## src/rtl/maze_path_player.sv

```systemverilog
// maze_path_player: stores the solved maze path as 2-bit direction codes
// and replays it on a ready/valid move stream while tracking the x/y position.
module maze_path_player #(
  parameter int DEPTH   = 256,
  parameter int AW      = 8,
  parameter int COORD_W = 4,
  parameter int START_X = 0,
  parameter int START_Y = 0
) (
  input  logic               clk,
  input  logic               rst,
  input  logic               clear,
  input  logic               push,
  input  logic [1:0]         dir_in,
  input  logic               read_en,
  input  logic               move_ready,
  output logic               move_valid,
  output logic [1:0]         move_dir,
  output logic [COORD_W-1:0] x_out,
  output logic [COORD_W-1:0] y_out,
  output logic               finished_reading,
  output logic [AW:0]        count,
  output logic               empty,
  output logic               full,
  output logic               wr_err
);

  typedef enum logic [1:0] {IDLE, PLAY, FIN} state_t;

  localparam logic [COORD_W-1:0] SX = COORD_W'(START_X);
  localparam logic [COORD_W-1:0] SY = COORD_W'(START_Y);

  state_t        state;
  logic [1:0]    mem [DEPTH];
  logic [AW-1:0] rd_ptr;
  logic          idle, push_ok, push_drop, accept, last;

  assign idle      = (state == IDLE);
  assign empty     = (count == '0);
  assign full      = (count == (AW+1)'(DEPTH));
  assign push_ok   = push & ~clear & idle & ~full;
  assign push_drop = push & ~clear & (~idle | full);
  assign accept    = move_valid & move_ready;
  assign last      = ({1'b0, rd_ptr} == (count - (AW+1)'(1)));

  // Presented move is read straight out of the array; zero outside playback.
  assign move_dir  = (state == PLAY) ? mem[rd_ptr] : 2'b00;

  // Path storage: append at the current count; contents need no reset.
  always_ff @(posedge clk) begin
    if (push_ok) mem[count[AW-1:0]] <= dir_in;
  end

  // Playback FSM, write count, sticky error and position tracking.
  always_ff @(posedge clk or posedge rst) begin
    if (rst) begin
      state            <= IDLE;
      count            <= '0;
      rd_ptr           <= '0;
      wr_err           <= 1'b0;
      x_out            <= SX;
      y_out            <= SY;
      move_valid       <= 1'b0;
      finished_reading <= 1'b0;
    end else if (clear) begin
      state            <= IDLE;
      count            <= '0;
      rd_ptr           <= '0;
      wr_err           <= 1'b0;
      x_out            <= SX;
      y_out            <= SY;
      move_valid       <= 1'b0;
      finished_reading <= 1'b0;
    end else begin
      if (push_ok)   count  <= count + (AW+1)'(1);
      if (push_drop) wr_err <= 1'b1;
      finished_reading <= 1'b0;
      case (state)
        IDLE: begin
          if (read_en) begin
            if (!empty) begin
              state      <= PLAY;
              move_valid <= 1'b1;
              rd_ptr     <= '0;
              x_out      <= SX;
              y_out      <= SY;
            end else begin
              state            <= FIN;
              finished_reading <= 1'b1;
            end
          end
        end
        PLAY: begin
          if (accept) begin
            // Position moves with wrap-around; the accept always completes
            // even if the request drops in the same cycle.
            case (move_dir)
              2'b00:   y_out <= y_out - COORD_W'(1);
              2'b01:   x_out <= x_out + COORD_W'(1);
              2'b10:   x_out <= x_out - COORD_W'(1);
              default: y_out <= y_out + COORD_W'(1);
            endcase
            rd_ptr <= rd_ptr + AW'(1);
            if (last) begin
              state            <= FIN;
              move_valid       <= 1'b0;
              finished_reading <= 1'b1;
            end else if (!read_en) begin
              state      <= IDLE;
              move_valid <= 1'b0;
            end
          end else if (!read_en) begin
            state      <= IDLE;
            move_valid <= 1'b0;
          end
        end
        FIN:     state <= IDLE;
        default: state <= IDLE;
      endcase
    end
  end

endmodule

```

## config.mk

```make
export PLATFORM = sky130hd
export DESIGN_NAME = maze_path_player
export DESIGN_NICKNAME = d
export VERILOG_FILES = /design/src/rtl/maze_path_player.sv
export SDC_FILE = /design/constraint.sdc
export NUM_CORES = 1
export LEC_CHECK = 0
export ABC_AREA = 1
export CORE_UTILIZATION = 45
export CTS_BUF_LIST = sky130_fd_sc_hd__clkbuf_8
export CTS_CLUSTER_SIZE = 8
export DETAILED_ROUTE_END_ITERATION = 8
export PLACE_DENSITY_LB_ADDON = 0.12
export SYNTH_ARGS = -nofsm -noshare
export SYNTH_HDL_FRONTEND = slang
export SYNTH_SLANG_ARGS = --single-unit
```

## constraint.sdc

```tcl
create_clock -name clk -period 7.3 [get_ports clk]
set_input_delay 1.46 -clock clk [delete_from_list [all_inputs] [get_ports clk]]
set_output_delay 1.46 -clock clk [all_outputs]
set_load 0.01 [all_outputs]
```

Fig. 1: run 1, signal wires on met3
Scale bar: 50 um.
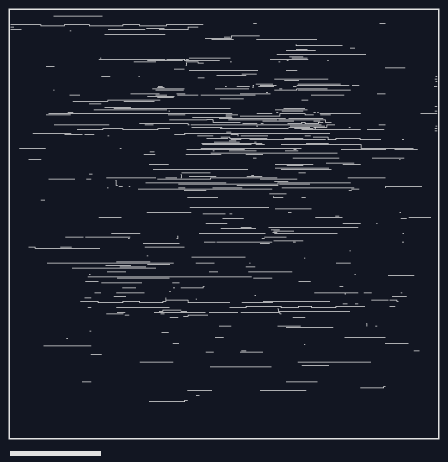
wire length on this layer: 5550 um
longest straight run: 101 um
main direction: horizontal
share of all routed wire: 8.1%
nets with wire on the layer: 159

Fig. 2: run 1, cells coloured by class
Fill, decap, tap and diode cells in grey.
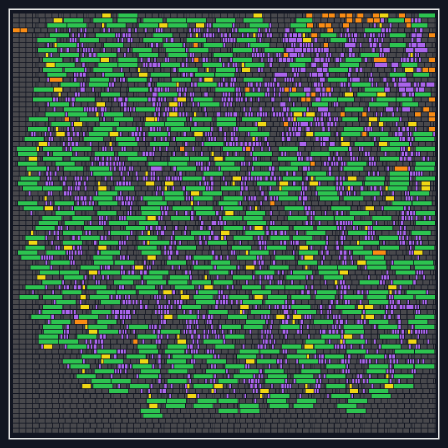
[orange] other buffers and delay cells | cells: 58 | share of their area: 2.2%
[green] flops | cells: 542 | share of their area: 62%
[purple] combinational and other logic | cells: 1774 | share of their area: 30%
[yellow] clock drivers and dummy loads | cells: 165 | share of their area: 6.1%

Fig. 3: run 1, the metal 2 layer
Cells faint in the background.
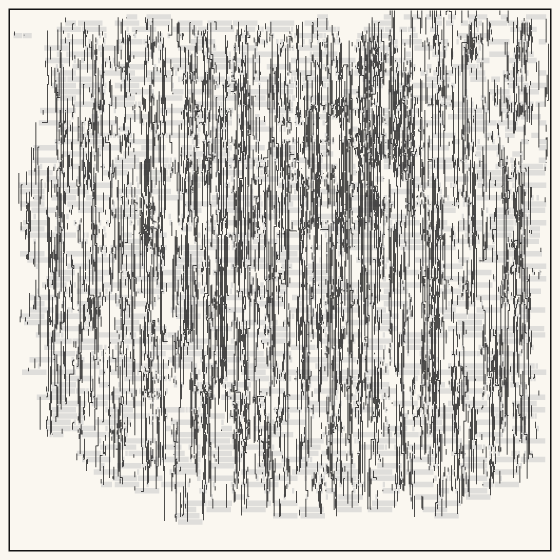
wire length on this layer: 31.7 mm
longest straight run: 121 um

==> metrics.cfg, run 1 <==
[power_and_ir_drop]
total_power_mw=6.352
power_leakage_nw=9.954

[setup_path]
cp.required_ns=5.84
worstPathArrival_ns=4.66
r2r_end=x_out[3]$_DFFE_PP0P_
critPathMostFrequentCell=nand2_1
worst_r2r_path_depth=22
cpMaxStageDelayCell=dfrtp_4
r2r_slack_ns=2.51
crit_end=move_dir[1]
cp_max_fo=110
cp_top_family=buffers and inverters

[clock_network]
htreeDepth=3
holdBufCountCts=0
path_clk_slew_ns=0.06

[logic_synthesis]
top_area_cell=edfxtp_1
synth.distinct_cells=47
ys_ff=542
edf_count=512
synth_top_area_share_pct=62.63

[final_layout]
area_growth_pct=9.398
comb_area_share_pct=26.24

[sta]
setup_viol=0
fin_skew_ns=0.03047
holdWs_ns=0.5133
fin_crit_sh_pct=83.90
slew_headroom_pct=22.98

[routing]
routed_via_density=5.385
highest_layer=met4

[outcome]
run_status=finished, final reports clean

[run]
warning_count=48

[die]
rows=85

-- run 1: sequential cells by signal (all words and copies together) (netlist names) --
| signal | cells |
|---|---|
| count | 9 |
| x_out | 4 |
| mem | 512 |
| wr_err | 1 |
| rd_ptr | 8 |
| move_valid | 1 |
| state | 2 |
| finished_reading | 1 |
| y_out | 4 |
-- run 1: cells by family (layout without fill, tap and decap cells) --
family	after synthesis	after routing	share of synthesized area (%)
xor gates and xnor gates	18	18	0.6422
and+or+nand+nor	1364	1364	22.66
AOI/OAI and AO/OA	211	211	4.602
adders and majority gates	13	13	0.7237
buffers and inverters	298	390	5.647
muxes	1	1	0.04077
other	0	2	0
DFF	542	542	65.68
-- run 1: Yosys cell counts, drive strengths merged (2+ instances only) --
| library cell | instances |
|---|---|
| a211oi | 2 |
| a21oi | 35 |
| a31oi | 3 |
| and3 | 2 |
| buf | 100 |
| clkbuf | 31 |
| clkinv | 6 |
| dfrtp | 30 |
| edfxtp | 512 |
| fa | 2 |
| ha | 11 |
| inv | 161 |
| nand2 | 627 |
| nand3 | 201 |
| nor2 | 512 |
| nor3 | 16 |
| nor4 | 2 |
| o211ai | 17 |
| o21ai | 144 |
| o22ai | 6 |
| or2 | 2 |
| xnor2 | 9 |
| xor2 | 9 |
-- run 1: worst min-delay path, stage by stage, from the launching register on --
cell and delay, ns:
dfrtp_1 0.35, a21oi_1 0.05, nor2_1 0.08
-- run 1: power breakdown --
group          total [mW]  leakage, nW  switching [mW]  internal, mW
logic               0.501         3.99           0.367         0.134
clock network        2.41        0.956            1.22          1.19
registers            3.44         5.01          0.0225          3.42
Fig. 4: run 1, wires at chosen ports, followed through buffers
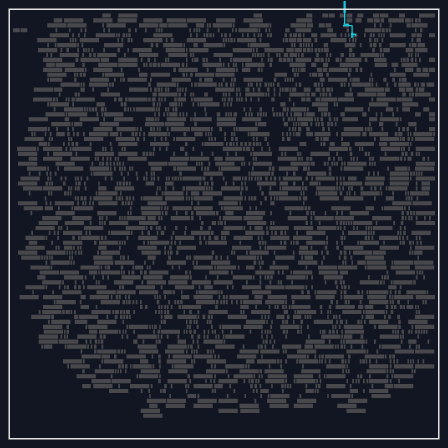

==> run 2: changes to the inputs <==
==> constraint.sdc (replaced) <==
create_clock -name clk -period 5.9 [get_ports clk]
set_input_delay 1.18 -clock clk [delete_from_list [all_inputs] [get_ports clk]]
set_output_delay 1.18 -clock clk [all_outputs]
set_load 0.01 [all_outputs]
Fig. 5: run 2, wires at chosen ports, followed through buffers
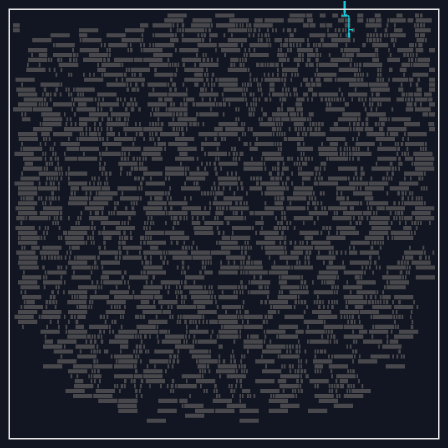
[cyan] empty | bits: 1 | direction: output | edge: north | end cells: 1 | wire: 20.4 um

==> run 2 against run 1 <==
Die size unchanged; largest power group unchanged; worst setup slack lost 0.84 ns; count of clock-buffer cells in the layout rose by 1; synthesized area stayed put; highest routed layer unchanged.
==> metrics.cfg, run 2 <==
[outcome]
run_status=finished, final reports clean

[setup_path]
cpMaxStageDelayCell=clkdlybuf4s50_1
critPathMostFrequentCell=nor2_1
cp.required_ns=4.72
worstPathArrival_ns=4.38

[logic_synthesis]
synth_top_area_share_pct=62.63
ys_ff=542
top_area_cell=edfxtp_1

[clock_network]
holdBufCountCts=0

[final_layout]
largest_reg_flops=512

[run]
warning_count=38

[power_and_ir_drop]
power_leader=registers
internal_power_mw=5.930
comb_power_mw=0.621
power_leakage_nw=10.01
clockPowerShare_pct=38.6
pg_seq_mw=4.25

[sta]
setup_viol=0
slew_headroom_pct=26.39
fin_skew_ns=0.02343

[die]
rows=85

-- run 2: worst max-delay path: cells and delay by family (launching register included) --
kind,cells,cell delay [ns]
AND/OR/NAND/NOR,7,0.90
buffers and inverters,3,1.48
flip-flops,1,0.59
AND-OR/OR-AND,3,0.65
-- run 2: metal layers --
metal  GRT usage [%]  vias to the layer above  routed length, um
met5               0                        -                  0
met4           9.824                        0               2432
met3           4.491                      142               4572
met2           40.75                      563              32460
met1           34.16                     8562              29500
li1                -                     8234                  -
-- run 2: kinds of logic after synthesis --
family / share of synthesized area (%)
simple gates: 22.66
xor+xnor: 0.6422
flops: 65.68
mux: 0.04077
fa+ha+maj: 0.7237
buf+inv: 5.647
compound gates: 4.602
-- run 2: metrics by stage --
step / setup slack, ns / power (mW) / hold slack, ns / cells
floorplan: 2.965 / 4.716 / 0.5263 / 2447
global placement: 1.089 / 4.949 / 0.4825 / 3081
detailed placement: 1.108 / 4.948 / 0.5152 / 3081
CTS: 0.3496 / 8.004 / 0.5274 / 3248
global route: 0.09108 / 8.221 / 0.5494 / 3248
finish: 0.3397 / 7.937 / 0.5119 / 3248
-- run 2: worst paths after layout --
| check | from | end | slack (ns) | cells after the start |
|---|---|---|---|---|
| max | rd_ptr[0]$_DFFE_PP0P_ | move_dir[1] | 0.34 | 13 |
| min reg2reg | wr_err$_DFFE_PP0P_ | wr_err$_DFFE_PP0P_ | 0.51 | 2 |
| min in group asynchronous | rst | count[2]$_DFFE_PP0P_ | 0.90 | 3 |
| max in group asynchronous | rst | rd_ptr[0]$_DFFE_PP0P_ | 4.65 | 3 |
| min | wr_err$_DFFE_PP0P_ | wr_err$_DFFE_PP0P_ | 0.51 | 2 |
| max reg2reg | rd_ptr[0]$_DFFE_PP0P_ | x_out[3]$_DFFE_PP0P_ | 1.38 | 20 |
Power is estimated from default activity; no workload was simulated.
